==> config.mk <==
export PLATFORM = sky130hd
export DESIGN_NAME = uart_num_parser
export DESIGN_NICKNAME = d
export VERILOG_FILES = /design/src/rtl/uart_num_parser.sv
export SDC_FILE = /design/constraint.sdc
export NUM_CORES = 1
export LEC_CHECK = 0
export CAP_MARGIN = 5
export CORE_ASPECT_RATIO = 0.75
export CORE_MARGIN = 2
export CORE_UTILIZATION = 50
export CTS_BUF_LIST = sky130_fd_sc_hd__clkbuf_8
export CTS_CLUSTER_SIZE = 14
export DETAILED_ROUTE_END_ITERATION = 7
export PLACE_DENSITY = 0.72
export SETUP_SLACK_MARGIN = 0.5
export SLEW_MARGIN = 20
export SYNTH_ARGS = -nofsm -noshare
export SYNTH_HDL_FRONTEND = slang
export SYNTH_SLANG_ARGS = --single-unit
==> constraint.sdc <==
create_clock -name clk -period 14.1 [get_ports clk]
set_clock_uncertainty 0.15 [all_clocks]
set_input_delay 4.23 -clock clk [delete_from_list [all_inputs] [get_ports clk]]
set_output_delay 4.23 -clock clk [all_outputs]
set_load 0.02 [all_outputs]
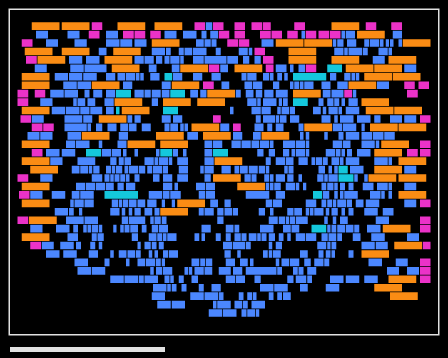
Figure 1: cells coloured by class.
The bar under the picture is 50 µm long.
legend:
  combinational and other logic:
    colour: blue
    cells: 618
  clock drivers and dummy loads:
    colour: cyan
    cells: 16
  flops:
    colour: orange
    cells: 77
  other buffers and delay cells:
    colour: magenta
    cells: 59
final core occ: 57.8%
final instance area: 7560 µm²
fraction of area in registers: 25.5%
FP Rows: 36
CORE AREA: 13100 µm²

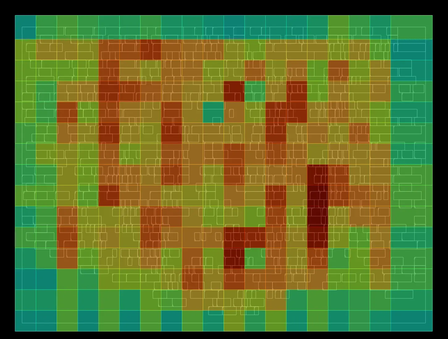
Figure 2: congestion heat map.
met3 Use GR: 5.36%
met1 GRT Util: 38.5%
WL/cell: 19.6 µm
GRT Overall Usage: 26.8%

==> impl_metrics.ini <==
; physical design summary
[yosys]
synth_cell_types = 79
yosysCellCount = 733
ys_seq_share_pct = 28.6
synth_nets = 811
edf_count = 0
muxShareOfSynthArea_pct = 7.92
avgSynthCellArea_um2 = 9.19
syn_inst = 733
synth_warnings = 0
top_cells_by_count = dfrtp_1, nand2_1, ha_1
top_area_share_pct = 28.6

[power]
total_power_mw = 0.434
netSwitchingFraction_pct = 24.3
p_clk_share_pct = 44.8
seqPwrFrac_pct = 51.2
comb-power_mw = 0.0174
clk-power_mw = 0.194
power_leakage_nw = 3.42

[timing]
setup_violations = 0
rsz0062_at_grt = no
post-route-period-util_pct = 60.0
hold_ws_ns = 0.360
slew_headroom_pct = 34.3
tns_ns = 0
report.final.slew_viol_count = 0
worst_slew_pin_slew_ns = 0.986
final_hold_viol_count = 0

[detailed_routing]
met3_length_mm = 1.10
first_pass_iters = 5
detailroute.via_count = 5923
wl_met2_mm = 8.38
route.detailed.drc = 0
wirelength_mm = 18.4
vias_per_cell = 6.29
drtIter0Drc = 481

[final_layout]
nonClockInverterCount = 10
layout.area.top_class = logic gates
regArea_um2 = 1930
non_clock_buffer_count = 59
nClkBuffers = 9
fill_cells = 1162
diodes = 0
drive_gt1_share_pct = 11.3
comb_area_um2 = 4580

[worst_hold_path]
whs_path_depth = 1
hp-class = reg2reg

[placed_design]
dp_cells = 925
dpl_cell_area_um2 = 7330
portBuffers = 54
place_ws_ns = 5.32
gp_congestion = 0.964

[job]
tool_warnings = 26
maxCapViolations = 0

[setup_path]
critPathArrivalTime_ns = 8.59
max_stage_delay_ns = 0.57
endpoint_kind = flip-flop
critPathTopFamily = simple AND/OR/NAND/NOR gates

[status]
outcome = finished clean

[die]
die_area_um2 = 14400
die_width_um = 138

[global_routing]
grt_max_degree = 78
grt_overflow_total = 0
busiest_layer = met2

[clocking]
clock_sinks = 77
cts_max_level = 3
